### src/rtl/csi_rx_frame_tracker.sv
// -----------------------------------------------------------------------------
// csi_rx_frame_tracker
//
// Follows CSI-2 frame/line structure from the packet parser outputs (byte-clock
// domain). FS/FE short packets open and close a frame. Each long-packet header
// is one line. Its payload is trimmed to the header word count and re-emitted
// as byte-enabled pixel beats with SOF/SOL/EOL markers. Sequence, word-count
// and line-count errors are sticky, and each cycle that has at least one
// error adds one to a saturating counter.
//
// Optional feature: define CSI_RX_FRAME_TRACKER_VC_FILTER_EN to track only
// virtual channel VC_ID. Other headers, and payload that follows a rejected
// long header, are dropped silently.
//
// Ports
//   clk_byte_i, reset_byte_n_i     byte clock, async active-low reset
//   sp_en_i / lp_en_i              short / long header strobes
//   dt_i, vc_i, wc_i               header fields
//   payload_en_i, payload_i        32-bit payload beats, byte 0 in [7:0]
//   err_clr_i                      clears sticky errors and the error counter
//   frame_active_o, line_cnt_o,
//   frame_cnt_o                    frame/line tracking
//   pix_*                          registered pixel beats, 1-cycle latency
//   err_seq_o, err_wc_o,
//   err_lines_o, err_cnt_o         error reporting
// -----------------------------------------------------------------------------
module csi_rx_frame_tracker #(
    parameter int         EXP_LINES = 0,
    parameter logic [1:0] VC_ID     = 2'd0,
    parameter int         ERR_CNT_W = 8
) (
    input  logic                 clk_byte_i,
    input  logic                 reset_byte_n_i,
    input  logic                 sp_en_i,
    input  logic                 lp_en_i,
    input  logic [5:0]           dt_i,
    input  logic [1:0]           vc_i,
    input  logic [15:0]          wc_i,
    input  logic                 payload_en_i,
    input  logic [31:0]          payload_i,
    input  logic                 err_clr_i,
    output logic                 frame_active_o,
    output logic [15:0]          line_cnt_o,
    output logic [15:0]          frame_cnt_o,
    output logic                 pix_valid_o,
    output logic [31:0]          pix_data_o,
    output logic [3:0]           pix_be_o,
    output logic                 pix_sof_o,
    output logic                 pix_sol_o,
    output logic                 pix_eol_o,
    output logic                 err_seq_o,
    output logic                 err_wc_o,
    output logic                 err_lines_o,
    output logic [ERR_CNT_W-1:0] err_cnt_o
);
    typedef enum logic [1:0] {
        ST_IDLE  = 2'd0,
        ST_FRAME = 2'd1,
        ST_LINE  = 2'd2
    } state_e;

    localparam logic [5:0]  DT_FS       = 6'h00;
    localparam logic [5:0]  DT_FE       = 6'h01;
    localparam logic [15:0] EXP_LINES_W = 16'(EXP_LINES);

    // Byte enables for the last beat of a line holding 1..4 remaining bytes
    function automatic logic [3:0] tail_be(input logic [2:0] n);
        logic [3:0] be;
        case (n)
            3'd1:    be = 4'b0001;
            3'd2:    be = 4'b0011;
            3'd3:    be = 4'b0111;
            default: be = 4'b1111;
        endcase
        return be;
    endfunction

    state_e                 state_q, state_d;
    logic [15:0]            rem_q, rem_d;
    logic                   first_line_q, first_line_d;
    logic                   line_start_q, line_start_d;
    logic                   skip_q, skip_d;
    logic                   frame_active_q, frame_active_d;
    logic [15:0]            line_cnt_q, line_cnt_d;
    logic [15:0]            frame_cnt_q, frame_cnt_d;
    logic                   pix_valid_q, pix_valid_d;
    logic [31:0]            pix_data_q, pix_data_d;
    logic [3:0]             pix_be_q, pix_be_d;
    logic                   pix_sof_q, pix_sof_d;
    logic                   pix_sol_q, pix_sol_d;
    logic                   pix_eol_q, pix_eol_d;
    logic                   err_seq_q, err_seq_d;
    logic                   err_wc_q, err_wc_d;
    logic                   err_lines_q, err_lines_d;
    logic [ERR_CNT_W-1:0]   err_cnt_q, err_cnt_d;

    logic hdr_ok_s;
    logic is_fs_s;
    logic is_fe_s;
    logic ev_seq_s;
    logic ev_wc_s;
    logic ev_lines_s;

`ifdef CSI_RX_FRAME_TRACKER_VC_FILTER_EN
    assign hdr_ok_s = (vc_i == VC_ID);
`else
    logic unused_vc_s;
    assign unused_vc_s = ^{vc_i, VC_ID};
    assign hdr_ok_s    = 1'b1;
`endif

    assign is_fs_s = sp_en_i & (dt_i == DT_FS);
    assign is_fe_s = sp_en_i & (dt_i == DT_FE);

    // Next-state: payload beat is applied first, then any header in the same cycle
    always_comb begin
        state_d        = state_q;
        rem_d          = rem_q;
        first_line_d   = first_line_q;
        line_start_d   = line_start_q;
        skip_d         = skip_q;
        frame_active_d = frame_active_q;
        line_cnt_d     = line_cnt_q;
        frame_cnt_d    = frame_cnt_q;
        pix_valid_d    = 1'b0;
        pix_data_d     = 32'd0;
        pix_be_d       = 4'd0;
        pix_sof_d      = 1'b0;
        pix_sol_d      = 1'b0;
        pix_eol_d      = 1'b0;
        ev_seq_s       = 1'b0;
        ev_wc_s        = 1'b0;
        ev_lines_s     = 1'b0;

        // Payload beat (skipped while following a filtered long header)
        if (payload_en_i && !skip_q) begin
            if (state_q == ST_LINE) begin
                pix_valid_d  = 1'b1;
                pix_data_d   = payload_i;
                pix_sol_d    = line_start_q;
                pix_sof_d    = line_start_q & first_line_q;
                line_start_d = 1'b0;
                if (line_start_q) begin
                    first_line_d = 1'b0;
                end else begin
                    first_line_d = first_line_q;
                end
                if (rem_q > 16'd4) begin
                    pix_be_d = 4'b1111;
                    rem_d    = rem_q - 16'd4;
                end else begin
                    pix_be_d  = tail_be(rem_q[2:0]);
                    pix_eol_d = 1'b1;
                    rem_d     = 16'd0;
                    state_d   = ST_FRAME;
                end
            end else begin
                ev_wc_s = 1'b1;
            end
        end else begin
            ev_wc_s = 1'b0;
        end

        // Header handling, using the state left behind by the beat above
        if ((sp_en_i || lp_en_i) && hdr_ok_s) begin
            skip_d = 1'b0;
            // A header inside an unfinished line truncates it without EOL
            if (state_d == ST_LINE) begin
                ev_wc_s      = 1'b1;
                rem_d        = 16'd0;
                line_start_d = 1'b0;
                state_d      = ST_FRAME;
            end else begin
                rem_d = rem_d;
            end
            case (state_d)
                ST_IDLE: begin
                    if (lp_en_i || is_fe_s) begin
                        ev_seq_s = 1'b1;
                    end else if (is_fs_s) begin
                        state_d        = ST_FRAME;
                        frame_active_d = 1'b1;
                        line_cnt_d     = 16'd0;
                        first_line_d   = 1'b1;
                    end else begin
                        state_d = ST_IDLE;
                    end
                end
                default: begin
                    if (lp_en_i) begin
                        line_cnt_d = line_cnt_q + 16'd1;
                        if (wc_i != 16'd0) begin
                            state_d      = ST_LINE;
                            rem_d        = wc_i;
                            line_start_d = 1'b1;
                        end else begin
                            state_d = ST_FRAME;
                        end
                    end else if (is_fs_s) begin
                        ev_seq_s   = 1'b1;
                        line_cnt_d = 16'd0;
                    end else if (is_fe_s) begin
                        state_d        = ST_IDLE;
                        frame_active_d = 1'b0;
                        frame_cnt_d    = frame_cnt_q + 16'd1;
                        if ((EXP_LINES_W != 16'd0) && (line_cnt_q != EXP_LINES_W)) begin
                            ev_lines_s = 1'b1;
                        end else begin
                            ev_lines_s = 1'b0;
                        end
                    end else begin
                        state_d = ST_FRAME;
                    end
                end
            endcase
        end else if (lp_en_i) begin
            // Rejected long header: its payload must be dropped too
            skip_d = 1'b1;
        end else begin
            skip_d = skip_d;
        end

        // Sticky flags and the saturating counter; a new error beats a clear
        if (err_clr_i) begin
            err_seq_d   = ev_seq_s;
            err_wc_d    = ev_wc_s;
            err_lines_d = ev_lines_s;
            err_cnt_d   = (ev_seq_s | ev_wc_s | ev_lines_s) ? ERR_CNT_W'(1) : '0;
        end else begin
            err_seq_d   = err_seq_q | ev_seq_s;
            err_wc_d    = err_wc_q | ev_wc_s;
            err_lines_d = err_lines_q | ev_lines_s;
            if ((ev_seq_s | ev_wc_s | ev_lines_s) && (err_cnt_q != {ERR_CNT_W{1'b1}})) begin
                err_cnt_d = err_cnt_q + ERR_CNT_W'(1);
            end else begin
                err_cnt_d = err_cnt_q;
            end
        end
    end

    // State and output registers
    always_ff @(posedge clk_byte_i or negedge reset_byte_n_i) begin
        if (!reset_byte_n_i) begin
            state_q        <= ST_IDLE;
            rem_q          <= 16'd0;
            first_line_q   <= 1'b1;
            line_start_q   <= 1'b0;
            skip_q         <= 1'b0;
            frame_active_q <= 1'b0;
            line_cnt_q     <= 16'd0;
            frame_cnt_q    <= 16'd0;
            pix_valid_q    <= 1'b0;
            pix_data_q     <= 32'd0;
            pix_be_q       <= 4'd0;
            pix_sof_q      <= 1'b0;
            pix_sol_q      <= 1'b0;
            pix_eol_q      <= 1'b0;
            err_seq_q      <= 1'b0;
            err_wc_q       <= 1'b0;
            err_lines_q    <= 1'b0;
            err_cnt_q      <= '0;
        end else begin
            state_q        <= state_d;
            rem_q          <= rem_d;
            first_line_q   <= first_line_d;
            line_start_q   <= line_start_d;
            skip_q         <= skip_d;
            frame_active_q <= frame_active_d;
            line_cnt_q     <= line_cnt_d;
            frame_cnt_q    <= frame_cnt_d;
            pix_valid_q    <= pix_valid_d;
            pix_data_q     <= pix_data_d;
            pix_be_q       <= pix_be_d;
            pix_sof_q      <= pix_sof_d;
            pix_sol_q      <= pix_sol_d;
            pix_eol_q      <= pix_eol_d;
            err_seq_q      <= err_seq_d;
            err_wc_q       <= err_wc_d;
            err_lines_q    <= err_lines_d;
            err_cnt_q      <= err_cnt_d;
        end
    end

    assign frame_active_o = frame_active_q;
    assign line_cnt_o     = line_cnt_q;
    assign frame_cnt_o    = frame_cnt_q;
    assign pix_valid_o    = pix_valid_q;
    assign pix_data_o     = pix_data_q;
    assign pix_be_o       = pix_be_q;
    assign pix_sof_o      = pix_sof_q;
    assign pix_sol_o      = pix_sol_q;
    assign pix_eol_o      = pix_eol_q;
    assign err_seq_o      = err_seq_q;
    assign err_wc_o       = err_wc_q;
    assign err_lines_o    = err_lines_q;
    assign err_cnt_o      = err_cnt_q;

endmodule

### config.mk
export PLATFORM = sky130hd
export DESIGN_NAME = csi_rx_frame_tracker
export DESIGN_NICKNAME = d
export VERILOG_FILES = /design/src/rtl/csi_rx_frame_tracker.sv
export SDC_FILE = /design/constraint.sdc
export NUM_CORES = 1
export LEC_CHECK = 0
export CELL_PAD_IN_SITES_DETAIL_PLACEMENT = 1
export CELL_PAD_IN_SITES_GLOBAL_PLACEMENT = 1
export CORE_ASPECT_RATIO = 1.2
export CORE_UTILIZATION = 38
export DETAILED_ROUTE_END_ITERATION = 7
export PLACE_DENSITY = 0.83
export SETUP_SLACK_MARGIN = 0.5
export SLEW_MARGIN = 20
export SYNTH_ARGS = -nofsm -noshare
export SYNTH_HDL_FRONTEND = slang
export SYNTH_SLANG_ARGS = --single-unit
export TNS_END_PERCENT = 20
### constraint.sdc
create_clock -name clk_byte_i -period 6 [get_ports clk_byte_i]
set_input_delay 1.2 -clock clk_byte_i [delete_from_list [all_inputs] [get_ports clk_byte_i]]
set_output_delay 1.2 -clock clk_byte_i [all_outputs]
set_load 0.03 [all_outputs]
### Gate families picked out

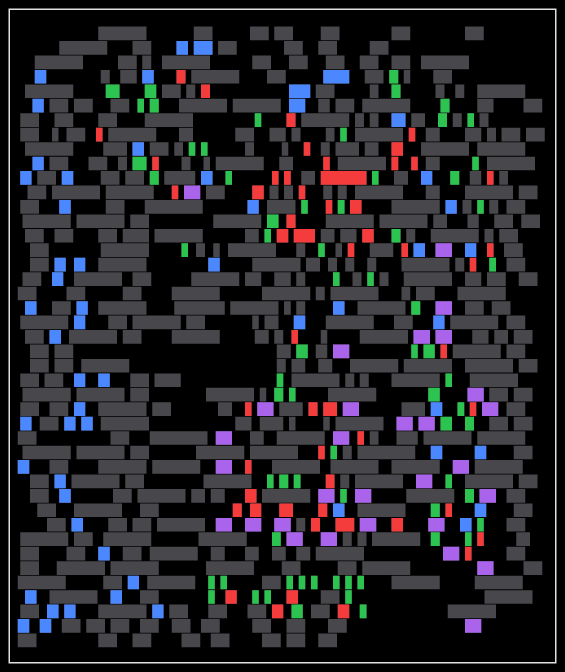
blue -> and/or cells  # cells 56, most used and2_1, where widely spread
purple -> xor and xnor cells  # cells 30, most used xnor2_1
red -> nor cells  # cells 53, most used nor2_1
green -> nand cells  # cells 68, most used nand2_1

### Clock network drawn from the DEF

The bar under the picture is 20 um long.
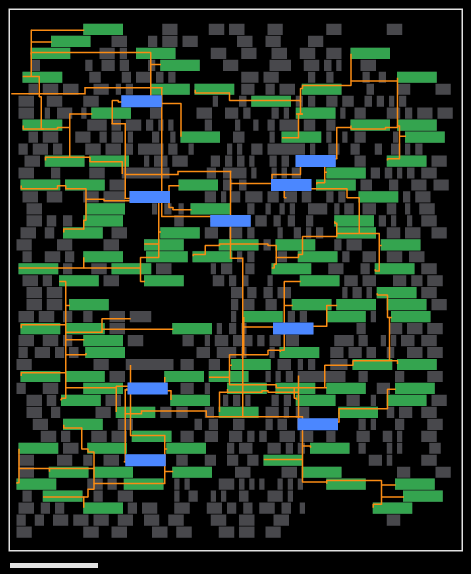
blue -> clock-net drivers  # count 9
orange -> clock wires  # length 1,270 um
green -> flip-flops  # count 103
flops lie = widely spread
routed clock nets = 10
Clk Latency, worst-skew pair: 0.35 ns
Clock group: 0.691 mW
clock power share: 0.384
setup skew after layout: 0.005838 ns

==> out/metrics.yaml <==
grt_max_degree: 56
hold_ws_ns: 0.4779
ys_cells: 437
lay_top_cells: "clkdlybuf4s50_1, dfrtp_1, nand2_1, and2_1, nor2_1"
drtIter0Drc: 103
pre_cts_ws_ns: 1.775
slew_headroom: 0.4075
fp.dieW_um: 102.6
slowest_stage: "clkdlybuf4s50_1"
ys_sh_aoi: 0.1269
fp_util: 0.3953
firstDrtPassIters: 4
critPathMaxStageDelay_ns: 0.65
comb_cells: 309
clk_share: 0.05448
ys_seq_elements: 103
syn_area_sq_mm: 0.004616
cellInternalPower_mw: 1.324
synthTopCellsByArea: "dfrtp_1, and2_1, xnor2_1, nand2_1, o21ai_0"
final-nonclk-buf-share: 0.2202
post_cts_buffers: 0
final_cells: 741
crit_chain: "clkdlybuf4s50_1 > or4b_4 > or3_4 > nor2_4 > inv_1 > ha_1 > nor4b_4 > and3_1 > and2_0 > nand3_1 > xnor2_1"
worstSetupPathType: "input pin to register"
post_dp_cell_area_sq_mm: 0.006188
synth.avg_cell_area_sq_um: 10.56
cts.repair.resized: 0
synthXorXnorAreaFrac: 0.05693
logic_family: "simple AND/OR/NAND/NOR gates"
overflow: 0
grt_pass1_vias: 4047
syn_inst: 437
synth_top_cell_by_area: "dfrtp_1"
largest_class: "flip-flops and latches"
crit_arrival_ns: 4.13
antenna_left: 0
p_sw_frac: 0.2640
root_buffer: "clkbuf_16"
dieArea_sq_mm: 0.01259
required_ns: 6.26
ff_type: "dfrtp_1"
design_area_sq_mm: 0.006545
num_tap_cells: 157
io_buffer_count: 142
seq_area_sq_mm: 0.002579
most_common_cell: "dfrtp_1"
common_cells: "dfrtp_1, nand2_1, and2_1"
max_freq_mhz: 258.4
yosysWarnings: 0
ys_chip_area_sq_mm: 0.004616
period_minus_slack_ns: 3.871
chipHeight_um: 122.7
hold_class: "register to register"
cts_buffers: 9
fin_total_pwr_mw: 1.798
status: "finished clean"
hpwlAfterDp_um: 9088
utilization: 0.5606
sh_seq_area: 0.3940
period_used_share: 0.6451
ys_sh_mux: 0.01111
synth_seq_share: 0.5587
cts-htree-levels: 3
lay_top_count: "clkdlybuf4s50_1"
rsz0062_at_grt: "no"
hold_buffers: 0
maxCapViolCount: 0
place_congestion: 0.7734
power.switching_mw: 0.4747
syn_to_final_growth_pct: 41.80
place_inst: 725
insertedDiodeCount: 0
drive_above_1_share: 0.06164
synth_cell_types: 55
coreArea_sq_mm: 0.01167
endpoint_kind: "register"
antenna_found_initial: 0
grt_pass1_wl_um: 20110
io_pins: 146
leakagePower_nw: 2.841
synth_nets: 505
grt_usage: 0.2096
top_area_frac: 0.5530
critPathMaxFanout: 9
comb_power_share: 0.160
hold_viol: 0
nClkBuffers: 11
n_all_buffers: 145
combGateArea_sq_mm: 0.001931
drc: 0
fillCellCount: 1299
cp-start-kind: "input pin"
cts.sinks: 103
clockBufferDepth: 2
wl_per_cell_um: 16.68
vias: 3849
fin_nets: 647
fin_setup_tns_ns: 0
inv_count: 11
power_density_mw_per_mm2: 274.8
vias_per_cell: 5.194
rows: 43
drv_slew: 0
p_seq_frac: 0.456
### Cells coloured by class

The bar under the picture is 20 um long.
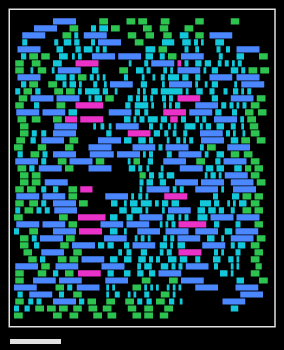
magenta -> clock drivers and dummy loads  # cells 16
blue -> registers  # cells 103
cyan -> remaining logic cells  # cells 320
green -> remaining buffers and delay cells  # cells 145

### Sequential cells grouped by signal name

The bar under the picture is 20 um long. Other sequential cells in the stronger grey, the rest of the logic in the fainter grey.
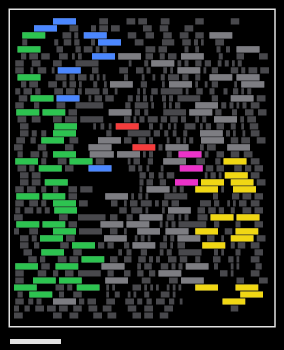
red -> state_q  # placed flops 2
blue -> err_cnt_o  # placed flops 8, where top left
yellow -> frame_cnt_o  # placed flops 16
green -> pix_data_o  # placed flops 32
magenta -> pix_be_o  # placed flops 3
not coloured = 42

==> worst max-delay path: cells and delay by family <==
kind                       cells  cell delay, ns
buffers and inverters          2            0.76
adders and majority gates      1            0.19
and+or+nand+nor                7            1.85
xor gates and xnor gates       1            0.13
==> per-layer routing <==
layer,part of all wire,global-route usage,wire (um),up-vias
li1,-,-,-,1804
met1,0.40,0.2329,4895,1903
met2,0.51,0.3721,6280,120
met3,0.074,0.06834,917,22
met4,0.021,0.07054,263,0
met5,0,0,0,-
==> power groups by stage <==
| stage | sequential, mW | combinational, mW | clock (mW) |
|---|---|---|---|
| after floorplan | 0.836 | 0.154 | 0 |
| after global placement | 0.826 | 0.274 | 0 |
| after detailed placement | 0.831 | 0.288 | 0 |
| after CTS | 0.819 | 0.291 | 0.703 |
| after global routing | 0.828 | 0.317 | 0.732 |
| final | 0.820 | 0.287 | 0.691 |
==> path summary, 6_finish.rpt <==
kind | from | end | slack (ns) | cells after the start
max | sp_en_i | frame_cnt_o[8] | 2.13 | 11
min in group asynchronous | reset_byte_n_i | frame_cnt_o[11] | 0.87 | 1
min | frame_cnt_o[15] | frame_cnt_o[15] | 0.48 | 1
min reg2reg | frame_cnt_o[15] | frame_cnt_o[15] | 0.48 | 1
max reg2reg | state_q[1] | err_cnt_o[6] | 3.27 | 9
max in group asynchronous | reset_byte_n_i | err_cnt_o[6] | 4.00 | 2
==> state kept, by name, summed over array words and instances (netlist names) <==
register / count
pix_data_o: 32
pix_sol_o: 1
pix_eol_o: 1
err_seq_o: 1
pix_be_o: 3
pix_sof_o: 1
line_start_q: 1
pix_valid_o: 1
err_cnt_o: 8
frame_active_o: 1
skip_q: 1
frame_cnt_o: 16
state_q: 2
first_line_q: 1
line_cnt_o: 16
err_wc_o: 1
rem_q: 16
Power figures rest on the tool's default switching activity, not on a simulated workload.
